<file path="config.mk">
export PLATFORM = sky130hd
export DESIGN_NAME = parallel_send_gen
export DESIGN_NICKNAME = d
export VERILOG_FILES = /design/src/rtl/parallel_send_gen.sv
export SDC_FILE = /design/constraint.sdc
export NUM_CORES = 1
export LEC_CHECK = 0
export ABC_AREA = 0
export CORE_ASPECT_RATIO = 0.5
export CORE_MARGIN = 2
export CORE_UTILIZATION = 31
export DETAILED_ROUTE_END_ITERATION = 6
export SLEW_MARGIN = 20
export SYNTH_ARGS = -nofsm -noshare
export SYNTH_HDL_FRONTEND = slang
export SYNTH_SLANG_ARGS = --single-unit
export TNS_END_PERCENT = 100
</file>
<file path="constraint.sdc">
create_clock -name CLK -period 3.3 [get_ports CLK]
set_input_delay 0.495 -clock CLK [delete_from_list [all_inputs] [get_ports CLK]]
set_output_delay 0.495 -clock CLK [all_outputs]
set_load 0.02 [all_outputs]
</file>
<file path="src/rtl/parallel_send_gen.sv">
// -----------------------------------------------------------------------------
// parallel_send_gen
//
// Link-training transmitter in front of the parallel-link serializer. The
// serializer pulls one word per DOPULL. After reset the block walks
// INIT -> DELAY_ADJUST -> WORD_ALIGN -> DATA_TRANSFER. In DATA_TRANSFER it
// forwards upstream payload, or IDLE_PAT when none is offered. It retrains
// (back to DELAY_ADJUST) after DATA_LEN data pulls, or when RETRAIN is raised.
//
// Optional feature macro: PARALLEL_SEND_TESTGEN_EN
//   When defined, a TEST_MODE input is added. With TEST_MODE=1 the data phase
//   ignores DIN and emits an incrementing DW-bit counter instead.
//
// Handshake: payload is transferred in a cycle where DIN_VALID && DIN_READY.
//   DIN_READY is combinational and is high only while the serializer is pulling
//   in DATA_TRANSFER with no retrain pending. DIN may change freely otherwise.
//
// Ports
//   CLK        clock
//   RST        asynchronous active-high reset
//   CLR        synchronous clear, same effect as RST, overrides every input
//   DOPULL     serializer consumes one word this cycle
//   RETRAIN    retrain request, latched until acted upon
//   DIN        upstream payload word
//   DIN_VALID  DIN holds a valid word
//   TEST_MODE  (PARALLEL_SEND_TESTGEN_EN only) emit counter instead of payload
//   DIN_READY  payload accepted this cycle when DIN_VALID is also high
//   DOPUSH     DOUT valid (one cycle after DOPULL, low for INIT words)
//   DOUT       word to the serializer
//   DOUT_DATA  DOUT carries payload rather than training/idle fill
//   PHY_INIT   PHY delay-adjust window marker
// -----------------------------------------------------------------------------
module parallel_send_gen #(
    parameter int              DW        = 32,
    parameter int              INIT_LEN  = 64,
    parameter int              DELAY_LEN = 256,
    parameter int              GUARD     = 33,
    parameter int              PI_START  = 65,
    parameter int              PI_END    = 191,
    parameter int              ALIGN_LEN = 1,
    parameter int              DATA_LEN  = 1024,
    parameter logic [DW-1:0]   TRAIN_PAT = {(DW/2){2'b10}},
    parameter logic [31:0]     ALIGN_PAT = 32'hF7318CEF,
    parameter logic [DW-1:0]   IDLE_PAT  = '0
) (
    input  logic          CLK,
    input  logic          RST,
    input  logic          CLR,
    input  logic          DOPULL,
    input  logic          RETRAIN,
    input  logic [DW-1:0] DIN,
    input  logic          DIN_VALID,
`ifdef PARALLEL_SEND_TESTGEN_EN
    input  logic          TEST_MODE,
`endif
    output logic          DIN_READY,
    output logic          DOPUSH,
    output logic [DW-1:0] DOUT,
    output logic          DOUT_DATA,
    output logic          PHY_INIT
);

    // Phase index counter is sized for the longest phase so it never wraps.
    localparam int MAX_AB  = (INIT_LEN  > DELAY_LEN) ? INIT_LEN  : DELAY_LEN;
    localparam int MAX_CD  = (ALIGN_LEN > DATA_LEN)  ? ALIGN_LEN : DATA_LEN;
    localparam int MAX_LEN = (MAX_AB    > MAX_CD)    ? MAX_AB    : MAX_CD;
    localparam int KW      = $clog2(MAX_LEN + 1);

    localparam logic [KW-1:0] INIT_LAST  = KW'(INIT_LEN - 1);
    localparam logic [KW-1:0] DELAY_LAST = KW'(DELAY_LEN - 1);
    localparam logic [KW-1:0] ALIGN_LAST = KW'(ALIGN_LEN - 1);
    localparam logic [KW-1:0] DATA_LAST  = (DATA_LEN == 0) ? '0 : KW'(DATA_LEN - 1);
    localparam logic [KW-1:0] TRAIN_LO   = KW'(GUARD);
    localparam logic [KW-1:0] TRAIN_HI   = KW'(DELAY_LEN - GUARD);
    localparam logic [KW-1:0] PI_LO      = KW'(PI_START);
    localparam logic [KW-1:0] PI_HI      = KW'(PI_END);
    localparam logic [DW-1:0] ALIGN_WORD = DW'(ALIGN_PAT);

    typedef enum logic [1:0] {
        ST_INIT          = 2'd0,
        ST_DELAY_ADJUST  = 2'd1,
        ST_WORD_ALIGN    = 2'd2,
        ST_DATA_TRANSFER = 2'd3
    } state_t;

    state_t        state, state_nx;
    logic [KW-1:0] k, k_nx;
    logic          retrain_pending, retrain_pending_nx;
    logic [DW-1:0] dout_nx;
    logic          dopush_nx;
    logic          dout_data_nx;
    logic          phy_init_nx;
    logic          test_sel;

`ifdef PARALLEL_SEND_TESTGEN_EN
    logic [DW-1:0] test_cnt, test_cnt_nx;
    assign test_sel = TEST_MODE;
`else
    assign test_sel = 1'b0;
`endif

    // Payload is only taken while a real data word is being emitted.
    assign DIN_READY = DOPULL && !CLR && (state == ST_DATA_TRANSFER) &&
                       !retrain_pending && !test_sel;

    always_comb begin
        state_nx           = state;
        k_nx               = k;
        retrain_pending_nx = retrain_pending;
        dout_nx            = DOUT;
        dopush_nx          = 1'b0;
        dout_data_nx       = DOUT_DATA;
        phy_init_nx        = PHY_INIT;
`ifdef PARALLEL_SEND_TESTGEN_EN
        test_cnt_nx        = test_cnt;
`endif
        if (CLR) begin
            state_nx           = ST_INIT;
            k_nx               = '0;
            retrain_pending_nx = 1'b0;
            dout_nx            = '0;
            dout_data_nx       = 1'b0;
            phy_init_nx        = 1'b0;
`ifdef PARALLEL_SEND_TESTGEN_EN
            test_cnt_nx        = DW'(1);
`endif
        end else begin
            // A request only matters while data is flowing; training that is
            // already running or about to start absorbs it.
            if (state != ST_DATA_TRANSFER)
                retrain_pending_nx = 1'b0;
            else
                retrain_pending_nx = retrain_pending | RETRAIN;

            if (DOPULL) begin
                k_nx         = k + 1'b1;
                dopush_nx    = 1'b1;
                dout_nx      = '0;
                dout_data_nx = 1'b0;
                phy_init_nx  = 1'b0;
                case (state)
                    ST_INIT: begin
                        dopush_nx = 1'b0;
                        if (k == INIT_LAST) begin
                            state_nx = ST_DELAY_ADJUST;
                            k_nx     = '0;
                        end
                    end
                    ST_DELAY_ADJUST: begin
                        if (k >= TRAIN_LO && k < TRAIN_HI)
                            dout_nx = TRAIN_PAT;
                        phy_init_nx = (k >= PI_LO) && (k < PI_HI);
                        if (k == DELAY_LAST) begin
                            state_nx = ST_WORD_ALIGN;
                            k_nx     = '0;
                        end
                    end
                    ST_WORD_ALIGN: begin
                        dout_nx = ALIGN_WORD;
                        if (k == ALIGN_LAST) begin
                            state_nx = ST_DATA_TRANSFER;
                            k_nx     = '0;
                        end
                    end
                    default: begin
                        if (retrain_pending) begin
                            // Empty word marks the break before training.
                            state_nx           = ST_DELAY_ADJUST;
                            k_nx               = '0;
                            retrain_pending_nx = 1'b0;
                        end else begin
                            if (test_sel) begin
`ifdef PARALLEL_SEND_TESTGEN_EN
                                dout_nx      = test_cnt;
                                dout_data_nx = 1'b1;
                                test_cnt_nx  = test_cnt + 1'b1;
`endif
                            end else if (DIN_VALID) begin
                                dout_nx      = DIN;
                                dout_data_nx = 1'b1;
                            end else begin
                                dout_nx = IDLE_PAT;
                            end
                            if (DATA_LEN == 0) begin
                                k_nx = k;
                            end else if (k == DATA_LAST) begin
                                state_nx = ST_DELAY_ADJUST;
                                k_nx     = '0;
                            end
                        end
                    end
                endcase
            end
        end
    end

    always_ff @(posedge CLK or posedge RST) begin
        if (RST) begin
            state           <= ST_INIT;
            k               <= '0;
            retrain_pending <= 1'b0;
            DOPUSH          <= 1'b0;
            DOUT            <= '0;
            DOUT_DATA       <= 1'b0;
            PHY_INIT        <= 1'b0;
        end else begin
            state           <= state_nx;
            k               <= k_nx;
            retrain_pending <= retrain_pending_nx;
            DOPUSH          <= dopush_nx;
            DOUT            <= dout_nx;
            DOUT_DATA       <= dout_data_nx;
            PHY_INIT        <= phy_init_nx;
        end
    end

`ifdef PARALLEL_SEND_TESTGEN_EN
    always_ff @(posedge CLK or posedge RST) begin
        if (RST)
            test_cnt <= DW'(1);
        else
            test_cnt <= test_cnt_nx;
    end
`endif

endmodule

</file>
Congestion heat map:
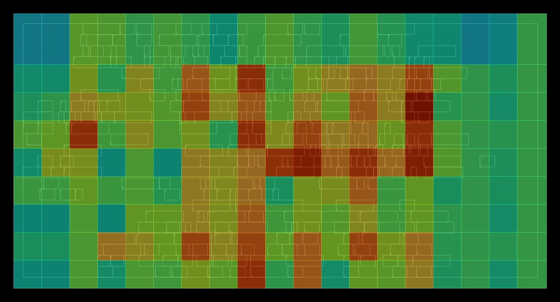
busiest grt layer: met2
met1 usage: 20.12%
routed len/inst: 15.38 um

M2 wires:
Drawn at 4 px/um.
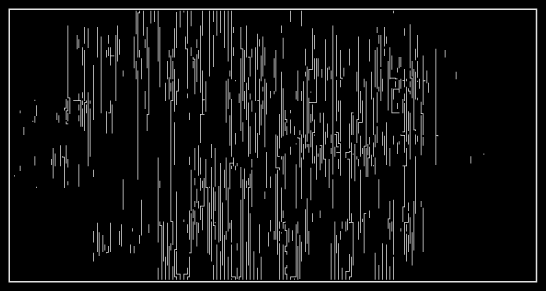
The layer holds 47% of the routed length. 309 nets have wire on it. The longest straight run is 37.1 um.
met2 usage: 25.52%
via count: 2188
Post-Route WL: 6596 um

A small window of the routed layout:
Region (53, 21) to (78, 46) um. Cells in gray, sequential cells in the stronger gray; small squares are vias.
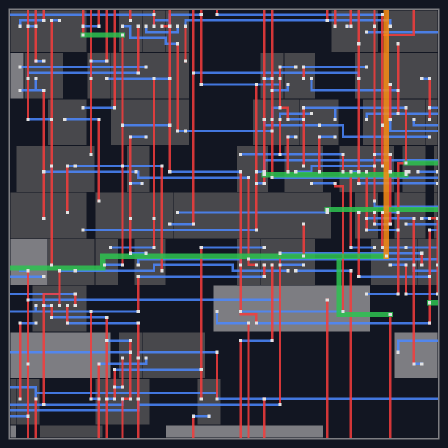
Key: blue = metal 1; red = metal 2; green = metal 3; orange = metal 4
42 logic cells have their middle in the window. Sequential cells in the window: 2. Netlist names of flops here include `DOUT` (1), `k` (1). Most frequent: nor2_1 (7), nand2_1 (5), ha_1 (5).

==> cell usage in the layout, fill, tap and decap left out, types with 6 or more instances in the layout <==
cell / n
a22o_1: 16
nor3_1: 6
a221o_1: 6
nand3_1: 7
dfrtp_1: 49
nand2_1: 44
o21ai_0: 7
ha_1: 8
o31ai_1: 7
nor2_1: 13
clkdlybuf4s50_1: 73
a221oi_1: 10
==> power by group <==
part	internal (W)	total [W]	switching (W)	leakage, nW
clock	0.000282	0.000501	0.000219	0.0641
combinational	0.0000525	0.000102	0.0000497	0.731
sequential	0.000602	0.000607	0.00000412	0.684
total	0.000937	0.00121	0.000273	1.48
==> registers in the layout, indices dropped and copies added, names as in the netlist <==
signal,cells
retrain_pending,1
PHY_INIT,1
DOUT,32
DOUT_DATA,1
k,11
state,2
DOPUSH,1
==> through the flow <==
step / setup WS [ns] / instances / util [%] / total power [W]
finish: 0.7427 / 429 / 44.09 / 0.001210
CTS: 0.7371 / 429 / 44.08 / 0.001222
global placement: 0.7752 / 421 / 42.31 / 0.0007193
detailed placement: 0.7418 / 421 / 42.31 / 0.0007212
floorplan: 1.181 / 247 / - / 0.0006595
global route: 0.5986 / 429 / 44.09 / 0.001256
==> metal layers <==
metal  wire, um  share of wire (%)  vias up  global-route usage, %
li1           -                  -     1046                      -
met1       3179                 48     1089                  20.12
met2       3117                 47       49                  25.52
met3        250                3.8        4                  2.477
met4         48               0.73        0                  4.348
met5          0                  0        -                      0
==> area by class of cell <==
class                   instances  share of cell area, %
clock buffers                   7                  3.787
multi-input cells             177                  34.58
inverters                       6                 0.6788
flip-flops and latches         49                  35.01
clock inverters                 1                 0.2144
well taps                     112                  4.001
repair buffers                 77                  21.72
==> final timing paths <==
path,start,endpoint,cells after the start
max,DOPULL,DIN_READY,4
min in group asynchronous,RST,DOUT[18],2
min,DOUT_DATA,DOUT_DATA,1
max reg2reg,k[0],state[0],6
max in group asynchronous,RST,DOUT[27],2
min reg2reg,DOUT_DATA,DOUT_DATA,1
==> worst max-delay path: cells and delay by family <==
kind                   cells  cell delay [ns]
buffers and inverters      2             1.26
AND/OR/NAND/NOR            2             0.31
==> cells by family (layout without fill, tap and decap cells) <==
group,Yosys count,in the layout
xor gates and xnor gates,1,1
and+or+nand+nor,97,97
adders and majority gates,8,8
AOI/OAI and AO/OA,68,68
muxes,3,3
buffers and inverters,21,91
DFF,49,49
==> results_dict.tcl <==
# place-and-route summary
set metrics [dict create \
    cts.clk_slew.worst_paths_ns 0.06 \
    io_buffers 73 \
    syn_area_um2 2517 \
    cts_hold_buf 0 \
    async_reset_ff_share_pct 100.0 \
    relSlewSlack_pct 30.30 \
    fp.coreArea_um2 7943 \
    edf_count 0 \
    cts_resized 0 \
    ir_drop_v 0.0001669 \
    ant_nets 0 \
    root_buffer "clkbuf_16" \
    min_path_type "reg -> reg" \
    ys_sh_simple_pct 18.79 \
    yosys_warnings 0 \
    cp_slowest_cell "clkdlybuf4s50_1" \
    outcome "completed" \
    cts_sinks 49 \
    common_cells "49 x dfrtp_1, 44 x nand2_1, 16 x a22o_1" \
    dp_hpwl_um 4632 \
    final-setup-viol-count 0 \
    cts_max_level 2 \
    via_per_inst 5.100 \
    startpoint_type "input port" \
    drt_iter0_markers 199 \
    drive_above_1_share_pct 8.202 \
    postSynthSeqShare_pct 48.71 \
    openroad.warnings 32 \
    worst-path-max-fanout 8 \
    worstMarginPinSlew_ns 1.037 \
    drc 0 \
    chipArea_um2 8901 \
    slew_violations 0 \
    cp_common_cell "clkdlybuf4s50_1" \
    ys.flops 49 \
    row_count 23 \
    rsz0062_at_grt "no" \
    synth_top_flop_cell "dfrtp_1" \
    top_cell_area_share_pct 48.71 \
    post_cts_buffers 0 \
    largest_area_cell "dfrtp_1" \
    cts_tree "done" \
    p_per_area_nw_per_um2 345.4 \
    die_h_um 67.72 \
    grt_max_degree 50 \
    grt_pass1_wl_um 10700 \
    design_area_um2 3502 \
    syn_to_final_growth_pct 39.12 \
    die_w_um 131.4 \
    fill_cells 782 \
    grt_pass1_vias 2113 \
    cts_buffers 5 \
    min_period_ns 2.557 \
    critical-path-max-stage-delay_ns 0.63 \
    antenna_cells 0 \
    fin_skew_ns 0.001772 \
    final_nets 362 \
    fp_util_pct 31.70 \
    maxCapViolations 0 \
    ys_cells 247 \
    yosys_area_um2 2517 \
    tns_ns 0 \
    firstDrtPassIters 4 \
]
Power and IR drop assume default switching activity.
